### Supply network, run 1

Pins as bars on the die edge.
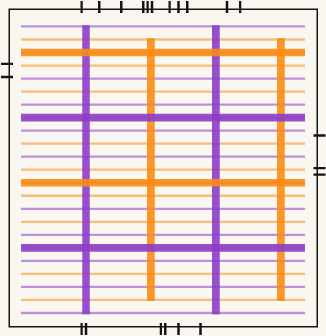
### Cells colored by class, run 1

Scale bar: 20 µm.
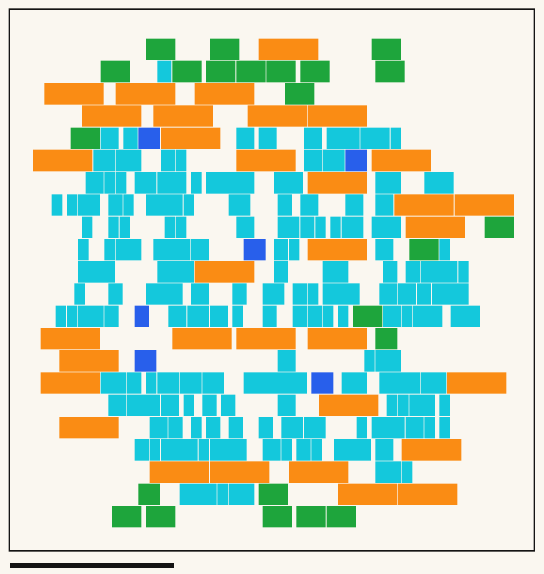
### Clock wires, drivers and flops, run 1

Scale bar: 20 µm.
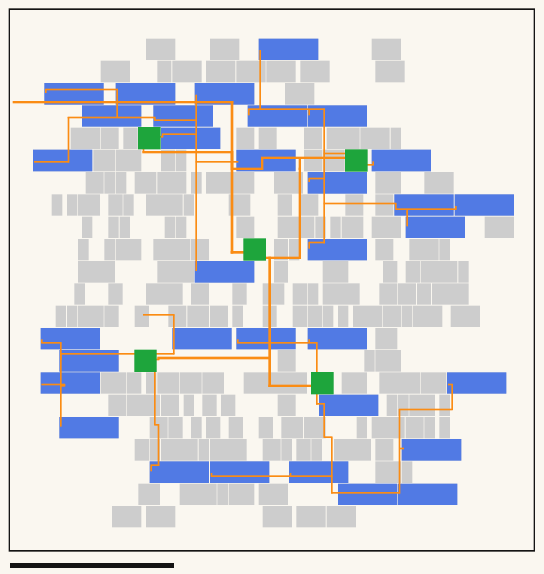
### Wiring by layer, run 1

Two of the layers only.
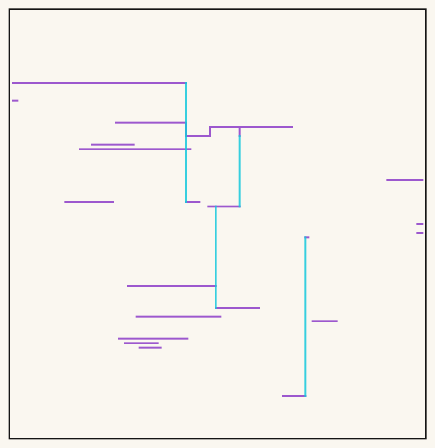
File: config.mk
export PLATFORM = sky130hd
export DESIGN_NAME = dram_seq
export DESIGN_NICKNAME = d
export VERILOG_FILES = /design/src/rtl/dram_seq_pkg.sv /design/src/rtl/dram_phase_lock.sv /design/src/rtl/dram_seq.sv
export SDC_FILE = /design/constraint.sdc
export NUM_CORES = 1
export LEC_CHECK = 0
export ABC_CLOCK_PERIOD_IN_PS = 3300
export CORE_AREA = 2 2 62 64
export DETAILED_ROUTE_END_ITERATION = 8
export DIE_AREA = 0 0 64 66
export PLACE_DENSITY = 0.71
export SYNTH_ARGS = -nofsm -noshare
export SYNTH_HDL_FRONTEND = slang
export SYNTH_SLANG_ARGS = --single-unit
File: constraint.sdc
create_clock -name clk32 -period 3.3 [get_ports clk32]
set_clock_uncertainty 0.15 [all_clocks]
set_input_delay 0.66 -clock clk32 [delete_from_list [all_inputs] [get_ports clk32]]
set_output_delay 0.66 -clock clk32 [all_outputs]
set_load 0.02 [all_outputs]
File: src/rtl/dram_seq_pkg.sv
// dram_seq_pkg: shared types and constants for the DRAM cycle sequencer.
//   lock_state_e : phase-lock FSM states
//   grant_e      : owner of the current 8-step slot
//   step constants: slot step (ph[2:0]) at which each strobe changes
package dram_seq_pkg;

   typedef enum logic [1:0] {
      LockHunt,
      LockCheck,
      LockLocked
   } lock_state_e;

   typedef enum logic [1:0] {
      GntNone,
      GntCpu,
      GntVid,
      GntRef
   } grant_e;

   localparam logic [2:0] RasOn     = 3'd1;
   localparam logic [2:0] WeOn      = 3'd2;
   localparam logic [2:0] ColOn     = 3'd3;
   localparam logic [2:0] CasOn     = 3'd4;
   localparam logic [2:0] RefOff    = 3'd5;
   localparam logic [2:0] AckS      = 3'd6;
   localparam logic [2:0] StrobeOff = 3'd7;

endpackage

File: src/rtl/dram_phase_lock.sv
// dram_phase_lock: locks a 16-step phase counter onto the cycsel_en strobe.
//   clk_i        : 32 MHz clock
//   rst_ni       : synchronous active-low reset
//   cycsel_en_i  : strobe expected in the cycle where ph = 15
//   ph_o         : current phase (0..15)
//   step_nxt_o   : slot step the phase will hold after the next edge
//   locked_o     : FSM currently LOCKED
//   locked_nxt_o : FSM will be LOCKED after the next edge
module dram_phase_lock
   import dram_seq_pkg::*;
(
   input  logic       clk_i,
   input  logic       rst_ni,
   input  logic       cycsel_en_i,
   output logic [3:0] ph_o,
   output logic [2:0] step_nxt_o,
   output logic       locked_o,
   output logic       locked_nxt_o
);

   lock_state_e st_q, st_d;
   logic [3:0]  ph_q, ph_d;

   always_comb begin
      st_d = st_q;
      ph_d = ph_q + 4'd1;
      unique case (st_q)
         LockHunt: begin
            if (cycsel_en_i) begin
               st_d = LockCheck;
               ph_d = '0;
            end
         end
         LockCheck, LockLocked: begin
            // At ph = 15 the counter wraps to 0 by itself; only the verdict changes.
            if (ph_q == 4'd15) begin
               st_d = cycsel_en_i ? LockLocked : LockHunt;
            end else if (cycsel_en_i) begin
               st_d = LockCheck;
               ph_d = '0;
            end
         end
         default: st_d = LockHunt;
      endcase
   end

   always_ff @(posedge clk_i) begin
      if (!rst_ni) begin
         st_q <= LockHunt;
         ph_q <= '0;
      end else begin
         st_q <= st_d;
         ph_q <= ph_d;
      end
   end

   assign ph_o         = ph_q;
   assign step_nxt_o   = ph_d[2:0];
   assign locked_o     = (st_q == LockLocked);
   assign locked_nxt_o = (st_d == LockLocked);

endmodule

File: src/rtl/dram_seq.sv
// dram_seq: DRAM cycle sequencer. Splits each 16-clock memory cycle into a CPU
// slot (ph 0-7) and a video/refresh slot (ph 8-15), arbitrates, and drives the
// DRAM control pins with registered strobes.
//   clk32, resb          : clock, synchronous active-low reset
//   cycsel_en            : phase strobe from the clock generator
//   cpu_req/rw/bank/uds/lds, vid_req/vid_bank : access requests
//   ras_n, cash_n, casl_n, we_n, mux_col      : DRAM pins / address mux steer
//   cpu_ack, vid_ack, ref_active, locked      : status
module dram_seq
   import dram_seq_pkg::*;
#(
   parameter int unsigned REFRESH_DIV = 60,
   parameter int unsigned STARVE_MAX  = 8
) (
   input  logic       clk32,
   input  logic       resb,
   input  logic       cycsel_en,
   input  logic       cpu_req,
   input  logic       cpu_rw,
   input  logic       cpu_bank,
   input  logic       cpu_uds,
   input  logic       cpu_lds,
   input  logic       vid_req,
   input  logic       vid_bank,
   output logic [1:0] ras_n,
   output logic [1:0] cash_n,
   output logic [1:0] casl_n,
   output logic       we_n,
   output logic       mux_col,
   output logic       cpu_ack,
   output logic       vid_ack,
   output logic       ref_active,
   output logic       locked
);

   localparam int unsigned RefW      = (REFRESH_DIV > 1) ? $clog2(REFRESH_DIV) : 1;
   localparam logic [2:0]  StarveLim = 3'(STARVE_MAX - 1);

   logic [3:0] ph;
   logic [2:0] s_nxt;
   logic       locked_now, locked_nxt;

   dram_phase_lock u_phase_lock (
      .clk_i        (clk32),
      .rst_ni       (resb),
      .cycsel_en_i  (cycsel_en),
      .ph_o         (ph),
      .step_nxt_o   (s_nxt),
      .locked_o     (locked_now),
      .locked_nxt_o (locked_nxt)
   );

   grant_e          gnt_q, gnt_d;
   logic            bank_q, bank_d, rw_q, rw_d, uds_q, uds_d, lds_q, lds_d;
   logic [RefW-1:0] ref_cnt_q, ref_cnt_d;
   logic            ref_pend_q, ref_pend_d;
   logic [2:0]      starve_q, starve_d;
   logic [1:0]      ras_n_q, ras_n_d, cash_n_q, cash_n_d, casl_n_q, casl_n_d;
   logic            we_n_q, we_n_d, mux_col_q, mux_col_d;
   logic            cpu_ack_q, cpu_ack_d, vid_ack_q, vid_ack_d, ref_active_q, ref_active_d;

   logic slot_edge, cpu_edge, ref_wrap, ref_take;

   assign cpu_edge  = (ph == 4'd15);
   assign slot_edge = locked_now && (cpu_edge || ph == 4'd7);

   // Arbitration and refresh bookkeeping.
   always_comb begin
      gnt_d      = gnt_q;
      bank_d     = bank_q;
      rw_d       = rw_q;
      uds_d      = uds_q;
      lds_d      = lds_q;
      ref_cnt_d  = ref_cnt_q;
      starve_d   = starve_q;
      ref_wrap   = 1'b0;
      ref_take   = 1'b0;

      if (slot_edge) begin
         if (ref_cnt_q == RefW'(REFRESH_DIV - 1)) begin
            ref_cnt_d = '0;
            ref_wrap  = 1'b1;
         end else begin
            ref_cnt_d = ref_cnt_q + RefW'(1);
         end
      end

      if (cpu_edge || ph == 4'd7) begin
         gnt_d = GntNone;
      end

      // A grant needs the lock both before and after the sampling edge.
      if (slot_edge && locked_nxt) begin
         if (cpu_edge) begin
            if (cpu_req) begin
               gnt_d  = GntCpu;
               bank_d = cpu_bank;
               rw_d   = cpu_rw;
               uds_d  = cpu_uds;
               lds_d  = cpu_lds;
            end
         end else if (ref_pend_q && (!vid_req || starve_q == StarveLim)) begin
            gnt_d    = GntRef;
            ref_take = 1'b1;
            starve_d = '0;
         end else begin
            if (vid_req) begin
               gnt_d  = GntVid;
               bank_d = vid_bank;
               rw_d   = 1'b1;
               uds_d  = 1'b1;
               lds_d  = 1'b1;
            end
            if (ref_pend_q) begin
               starve_d = starve_q + 3'd1;
            end
         end
      end

      if (!locked_nxt) begin
         gnt_d = GntNone;
      end

      // A fresh wrap wins over a same-edge grant: a new interval has elapsed.
      ref_pend_d = ref_wrap ? 1'b1 : (ref_take ? 1'b0 : ref_pend_q);
   end

   // Strobe values for the step the counter enters on this edge.
   always_comb begin
      ras_n_d      = 2'b11;
      cash_n_d     = 2'b11;
      casl_n_d     = 2'b11;
      we_n_d       = 1'b1;
      mux_col_d    = 1'b0;
      cpu_ack_d    = 1'b0;
      vid_ack_d    = 1'b0;
      ref_active_d = 1'b0;
      unique case (gnt_d)
         GntCpu, GntVid: begin
            if (s_nxt >= RasOn && s_nxt < StrobeOff) ras_n_d[bank_d] = 1'b0;
            if (s_nxt >= ColOn && s_nxt < StrobeOff) mux_col_d = 1'b1;
            if (!rw_d && s_nxt >= WeOn && s_nxt < StrobeOff) we_n_d = 1'b0;
            if (s_nxt >= CasOn && s_nxt < StrobeOff) begin
               cash_n_d[bank_d] = ~uds_d;
               casl_n_d[bank_d] = ~lds_d;
            end
            if (s_nxt == AckS) begin
               cpu_ack_d = (gnt_d == GntCpu);
               vid_ack_d = (gnt_d == GntVid);
            end
         end
         GntRef: begin
            if (s_nxt >= RasOn && s_nxt <= RefOff) begin
               ras_n_d      = 2'b00;
               ref_active_d = 1'b1;
            end
         end
         default: ;
      endcase
   end

   always_ff @(posedge clk32) begin
      if (!resb) begin
         gnt_q        <= GntNone;
         bank_q       <= 1'b0;
         rw_q         <= 1'b1;
         uds_q        <= 1'b0;
         lds_q        <= 1'b0;
         ref_cnt_q    <= '0;
         ref_pend_q   <= 1'b0;
         starve_q     <= '0;
         ras_n_q      <= 2'b11;
         cash_n_q     <= 2'b11;
         casl_n_q     <= 2'b11;
         we_n_q       <= 1'b1;
         mux_col_q    <= 1'b0;
         cpu_ack_q    <= 1'b0;
         vid_ack_q    <= 1'b0;
         ref_active_q <= 1'b0;
      end else begin
         gnt_q        <= gnt_d;
         bank_q       <= bank_d;
         rw_q         <= rw_d;
         uds_q        <= uds_d;
         lds_q        <= lds_d;
         ref_cnt_q    <= ref_cnt_d;
         ref_pend_q   <= ref_pend_d;
         starve_q     <= starve_d;
         ras_n_q      <= ras_n_d;
         cash_n_q     <= cash_n_d;
         casl_n_q     <= casl_n_d;
         we_n_q       <= we_n_d;
         mux_col_q    <= mux_col_d;
         cpu_ack_q    <= cpu_ack_d;
         vid_ack_q    <= vid_ack_d;
         ref_active_q <= ref_active_d;
      end
   end

   assign ras_n      = ras_n_q;
   assign cash_n     = cash_n_q;
   assign casl_n     = casl_n_q;
   assign we_n       = we_n_q;
   assign mux_col    = mux_col_q;
   assign cpu_ack    = cpu_ack_q;
   assign vid_ack    = vid_ack_q;
   assign ref_active = ref_active_q;
   assign locked     = locked_now;

endmodule

==> run summary, run 1 <==
run metrics: outcome complete, no violations, core area 0.003551 mm², Power Density 345.2 mW/mm², cell count listed in synth_stat.txt 188, Fin Hold WS 0.3305 ns, max incr delay on CP 0.41 ns, CTS resizes 0, Peak Freq 334.8 MHz, met1 usage 0.2004, RePlAce Congestion 0.8505, Seq pwr share 0.596, Ys Warns 0, leakage 0.7995 nW, Mapped Avg Cell Area 8.998 µm², top cell type's share of synthesized area 0.3905, Post-synth top cells dfxtp_1, nor2_1, nand2_1, Non-Clock Buffer Count 23, CTS Root Cell clkbuf_4, Comb pwr share 0.108, Met2 Wirelength 1.768 mm, Setup crit start kind flop, total of clock buffers placed in the layout 5, Slew headroom 0.6325, DP HPWL 2.712 mm, sequential cell area 660.6 µm², R2R setup slack 0.31 ns, Initial Util 0.4764, clk slew on worst S/H paths 0.09 ns, # hold bufs at CTS 0, Critical Path RT 3.36 ns, DR top layer met4, first-pass GRT wire length 5.796 mm, fin. max-slew vios 0, Remaining Overflow, GRT 0, crit-path max FO 9, Detail Route Antenna Nets 0, diode count 0
Notes on 'Supply network' above:
- purple: VSS
- orange: VDD
- met5 straps: 4
- rows: 22
- met4 straps: 4
- met1 rails: 23
- signal pins: 22
VDD IR max: 0.2679 mV
Chip Width: 64 µm

Notes on 'Cells colored by class' above:
- green: remaining buffers and delay cells (cells 23; share of their area 12%)
- blue: clock drivers and dummy loads (cells 6; share of their area 2.2%)
- orange: registers (cells 33; share of their area 35%)
- cyan: remaining logic cells (cells 149; share of their area 51%)
flop share of the area: 0.3352
Rows: 22
Final Util: 0.5550
cell area after layout: 0.001971 mm²

Notes on 'Clock wires, drivers and flops' above:
- orange: clock wires (length 401 µm)
- green: clock-net drivers (count 5)
- blue: flip-flops (count 33)
- flops lie: spread over the die
- routed clock nets: 6

Notes on 'Wiring by layer' above:
- purple: M3 (wire length 163 µm)
- cyan: M4 (wire length 69.4 µm)

==> run 1: flip-flops by register name, indices dropped and copies added, names as in the netlist, 2 cells and up <==
name,count
cash_n,2
casl_n,2
gnt_q,2
ras_n,2
ref_cnt_q,6
starve_q,3
u_phase_lock.ph_o,4
u_phase_lock.st_q,2
==> run 1: metrics by stage <==
stage          instance area (µm²)  worst slack [ns]  power, mW
2_1_floorplan                 1692            0.6927     0.4612
3_3_place_gp                  1928            0.2062     0.4856
3_5_place_dp                  1928           0.07153     0.4877
4_1_cts                       1971            0.3178     0.6857
5_1_grt                       1971           0.09819     0.7137
6_report                      1971            0.3127     0.6803
==> run 1: final timing paths <==
check,start,cells past startpoint,end
setup / recovery,u_phase_lock.ph_o[0],10,ras_n[0]
hold / removal,ref_cnt_q[1],2,ref_cnt_q[1]
setup reg to reg,u_phase_lock.ph_o[0],10,ras_n[0]
hold reg to reg,ref_cnt_q[1],2,ref_cnt_q[1]
==> run 1: power groups by stage <==
stage / logic (mW) / clock network [mW] / registers (mW)
2_1_floorplan: 0.0470 / 0 / 0.414
3_3_place_gp: 0.0706 / 0 / 0.415
3_5_place_dp: 0.0727 / 0 / 0.415
4_1_cts: 0.0728 / 0.207 / 0.406
5_1_grt: 0.0819 / 0.225 / 0.407
6_report: 0.0734 / 0.201 / 0.406
==> run 1: logic make-up (layout without fill, tap and decap cells) <==
group | after synthesis | in the layout | share of synthesized area
AOI/OAI and AO/OA | 31 | 31 | 0.1287
xor gates and xnor gates | 7 | 7 | 0.03624
adders and majority gates | 11 | 11 | 0.08136
buffers and inverters | 18 | 41 | 0.05547
DFF | 33 | 33 | 0.3905
muxes | 6 | 6 | 0.03624
and+or+nand+nor | 82 | 82 | 0.2714
### Clock nets, run 1

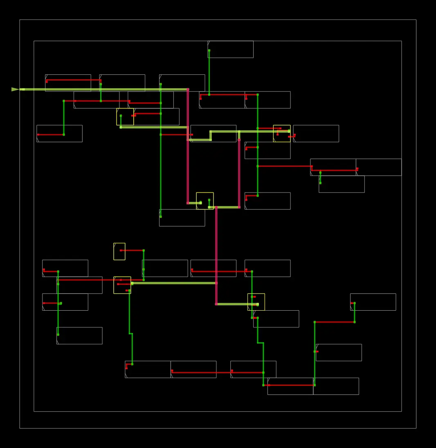

==> run 2, diff against run 1 <==
Settings changed: ABC_AREA set to 1, CORE_AREA 2 2 62 64 to 2 2 63 65, DIE_AREA 0 0 64 66 to 0 0 65 67.
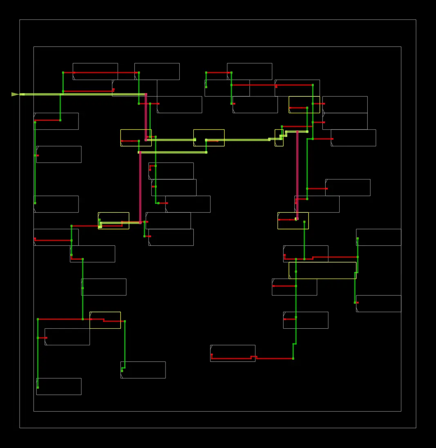
*Clock nets, run 2*
CTS buffer count: 5
Clock Sinks: 33

==> run summary, run 2 <==
run metrics: Critical Path RT 3.33 ns (was 3.36 ns), Chip Width 65 µm (was 64 µm), post-route setup slack 0.5448 ns (was 0.3127 ns), Worst Reg-to-Reg Cells 17 (was 10), Non-Clock Buffer Count 24 (was 23), Detail Route Antenna Nets 0 (unchanged), Rows 22 (unchanged), CP startpoint u_phase_lock.st_q[1] (was u_phase_lock.ph_o[0]), R2R setup slack 0.54 ns (was 0.31 ns), crit path capture casl_n[1] (was ras_n[0]), max_cap viols 0 (unchanged), Ys Warns 0 (unchanged), Internal 679.5 µW (was 505.7 µW), Fin Hold WS 0.3557 ns (was 0.3305 ns), Power Density 403.7 mW/mm² (was 345.2 mW/mm²), VDD IR max 0.2988 mV (was 0.2679 mV), R2R Path Start u_phase_lock.st_q[1] (was u_phase_lock.ph_o[0]), first-pass GRT wire length 6.016 mm (was 5.796 mm), CTS resizes 0 (unchanged), outcome complete, no violations (unchanged), sequential cell area 660.6 µm² (unchanged), Mapped Avg Cell Area 7.216 µm² (was 8.998 µm²), sequential group power 405 µW (was 406 µW), Setup crit start kind flop (unchanged), total of clock buffers placed in the layout 7 (was 5), Remaining Overflow, GRT 0 (unchanged), top cell type's share of synthesized area 0.3737 (was 0.3905), # hold bufs at CTS 0 (unchanged), RePlAce Congestion 0.8975 (was 0.8505), Post-synth top cells nand2_1, inv_1, dfxtp_1 (was dfxtp_1, nor2_1, nand2_1), max incr delay on CP 0.40 ns (was 0.41 ns), worst r2r dst casl_n[1] (was ras_n[0]), crit-path max FO 5 (was 9), leakage 1.022 nW (was 0.7995 nW), fin. max-slew vios 0 (unchanged), flip-flops 33 (unchanged), DP HPWL 2.698 mm (was 2.712 mm), clock-net power 390 µW (was 201 µW), Initial Util 0.4903 (was 0.4764), Biggest register ref_cnt_q (unchanged), diode count 0 (unchanged), flop share of the area 0.3045 (was 0.3352), Final Util 0.6017 (was 0.5550), cell count listed in synth_stat.txt 245 (was 188), P_comb 80.3 µW (was 73.4 µW), Slew headroom 0.8435 (was 0.6325), core area 0.003606 mm² (was 0.003551 mm²)
[run 2: cell count changes in the layout (fill, tap and decap cells not counted), sizes merged, moves of 3 or more]
cell	delta
a21o	-3
a21oi	+3
xnor2	-3
inv	+27
mux2i	-5
o21ai	+10
nand3	+10
nand4	-3
nand2	+46
nor2	+18
and3	-6
and2	-5
xor2	-4
nor4	-3
[run 2: critical path: cells and delay by family, from the launching register on]
kind,cells,cell delay [ns]
and+or+nand+nor,11,1.05
adders and majority gates,2,0.63
DFF,1,0.40
buffers and inverters,3,0.25
AOI/OAI and AO/OA,1,0.19
[run 2: worst min path at each step]
| stage | from | endpoint | slack [ns] | cells past startpoint |
|---|---|---|---|---|
| after global placement | rw_q | rw_q | 0.34 | 2 |
| after detailed placement | rw_q | rw_q | 0.34 | 2 |
| after CTS | rw_q | rw_q | 0.36 | 2 |
| after floorplan | rw_q | we_n | 0.31 | 2 |
| final | rw_q | rw_q | 0.36 | 2 |
| after global routing | rw_q | rw_q | 0.39 | 2 |
[run 2: per-layer routing]
| metal | wire length, µm | part of all wire |
|---|---|---|
| met1 | 1562 | 0.46 |
| met2 | 1687 | 0.50 |
| met3 | 115 | 0.034 |
| met4 | 33 | 0.0097 |
| met5 | 0 | 0 |
[run 2: kinds of logic (layout without fill, tap and decap cells)]
group / count (synthesis) / in the layout / share of synthesized area
AND-OR/OR-AND: 32 / 32 / 0.1012
adder cells (fa/ha/maj): 11 / 11 / 0.07785
buffers and inverters: 41 / 71 / 0.08846
flip-flops: 33 / 33 / 0.3737
AND/OR/NAND/NOR: 128 / 128 / 0.3588
[run 2: stage by stage]
step	power, mW	cell area, µm²
finish	0.8758	2170
global route	0.9150	2170
CTS	0.8799	2170
detailed placement	0.4947	2053
global placement	0.4953	2053
floorplan	0.4682	1768
### Wiring by layer, run 2

Two of the layers only.
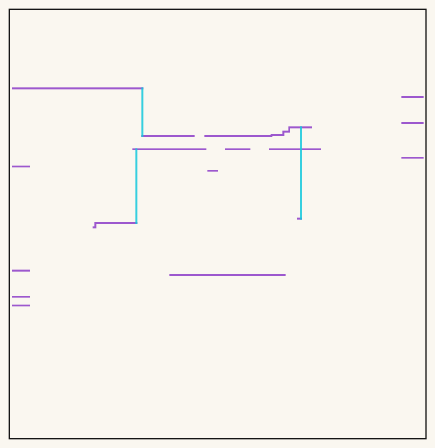

==> run 3, diff against run 2 <==
Settings changed: ABC_CLOCK_PERIOD_IN_PS 3300 to 2680.
Clock period 3.3 ns to 2.68 ns, I/O delays scaled along.
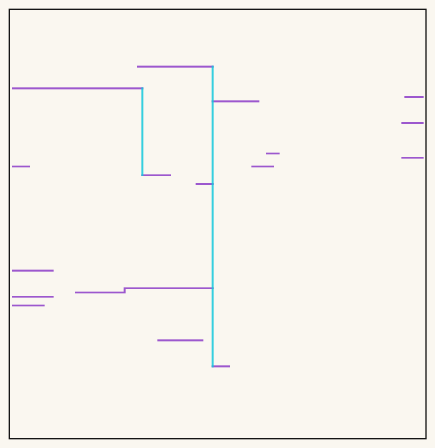
*Wiring by layer, run 3*
Two of the layers only.
- cyan: M4 (wire length 60.5 µm)
- purple: M3 (wire length 112 µm)
Post-Route WL: 3.570 mm
Total GRT Usage: 0.1898

==> run summary, run 3 <==
run metrics: worst r2r dst cash_n[1] (was casl_n[1]), Slew headroom 0.8312 (was 0.8435), Worst Reg-to-Reg Cells 17 (unchanged), Ys Warns 0 (unchanged), VDD IR max 0.3076 mV (was 0.2988 mV), Biggest register ref_cnt_q (unchanged), R2R setup slack 0.22 ns (was 0.54 ns), leakage 1.051 nW (was 1.022 nW), max_cap viols 0 (unchanged), crit-path max FO 3 (was 5), pre-CTS setup slack -0.03694 ns (was 0.2897 ns), max FFs per register 6 (unchanged), RePlAce Congestion 0.8196 (was 0.8975), # hold bufs at CTS 0 (unchanged), clk slew on worst S/H paths 0.07 ns (was 0.06 ns), Final Util 0.6207 (was 0.6017), post-route setup slack 0.2244 ns (was 0.5448 ns), Clock Sinks 33 (unchanged), Peak Freq 407.2 MHz (was 362.9 MHz), top cell type's share of synthesized area 0.3737 (unchanged), Initial Util 0.4903 (unchanged), DP HPWL 2.798 mm (was 2.698 mm), Post-synth top cells nand2_1, inv_1, dfxtp_1 (unchanged), CP bufs+invs 3 (unchanged), outcome complete, no violations (unchanged), crit path capture cash_n[1] (was casl_n[1])
[run 3: cell counts after synthesis]
Identical to the previous run, type by type.
[run 3: per-layer routing]
layer  wire, µm  track usage
met5          0            0
met4         60      0.07181
met3        111      0.04561
met2       1796       0.3454
met1       1602       0.2133
[run 3: kinds of logic (layout without fill, tap and decap cells)]
logic type / count (synthesis) / count (layout) / share of synthesized area
AOI/OAI and AO/OA: 32 / 32 / 0.1012
adders and majority gates: 11 / 11 / 0.07785
buffers and inverters: 41 / 80 / 0.08846
DFF: 33 / 33 / 0.3737
and+or+nand+nor: 128 / 128 / 0.3588
[run 3: final cells by class]
class / instances / area (µm²) / share of cell area
clock buffer: 5 / 68.82 / 0.03074
clock inverter: 3 / 17.52 / 0.007826
inverter: 39 / 148.9 / 0.06652
multi-input combinational: 171 / 980.9 / 0.4382
sequential: 33 / 661.9 / 0.2957
tap: 48 / 60.06 / 0.02683
timing repair buffer: 33 / 300.3 / 0.1342
[run 3: where the power goes]
group | total, mW | internal, mW | switching (mW)
registers | 0.499 | 0.495 | 0.00324
logic | 0.123 | 0.0538 | 0.0691
clock network | 0.370 | 0.179 | 0.191
[run 3: worst min path at each step]
stage	cells after the start	slack [ns]	end	from
final	2	0.36	ref_cnt_q[5]	ref_cnt_q[5]
after global routing	2	0.38	rw_q	rw_q
after CTS	2	0.37	ref_cnt_q[5]	ref_cnt_q[5]
after detailed placement	2	0.35	ref_cnt_q[5]	ref_cnt_q[5]
after global placement	2	0.34	we_n	rw_q
after floorplan	2	0.31	we_n	rw_q
[run 3: timing repair]
action / in CTS / in global routing
gates resized: 1 / 6
endpoints found under the setup margin: 1 / 10
setup buffers: 0 / 1
No activity file was given, so power comes from the tool's default toggle rates.
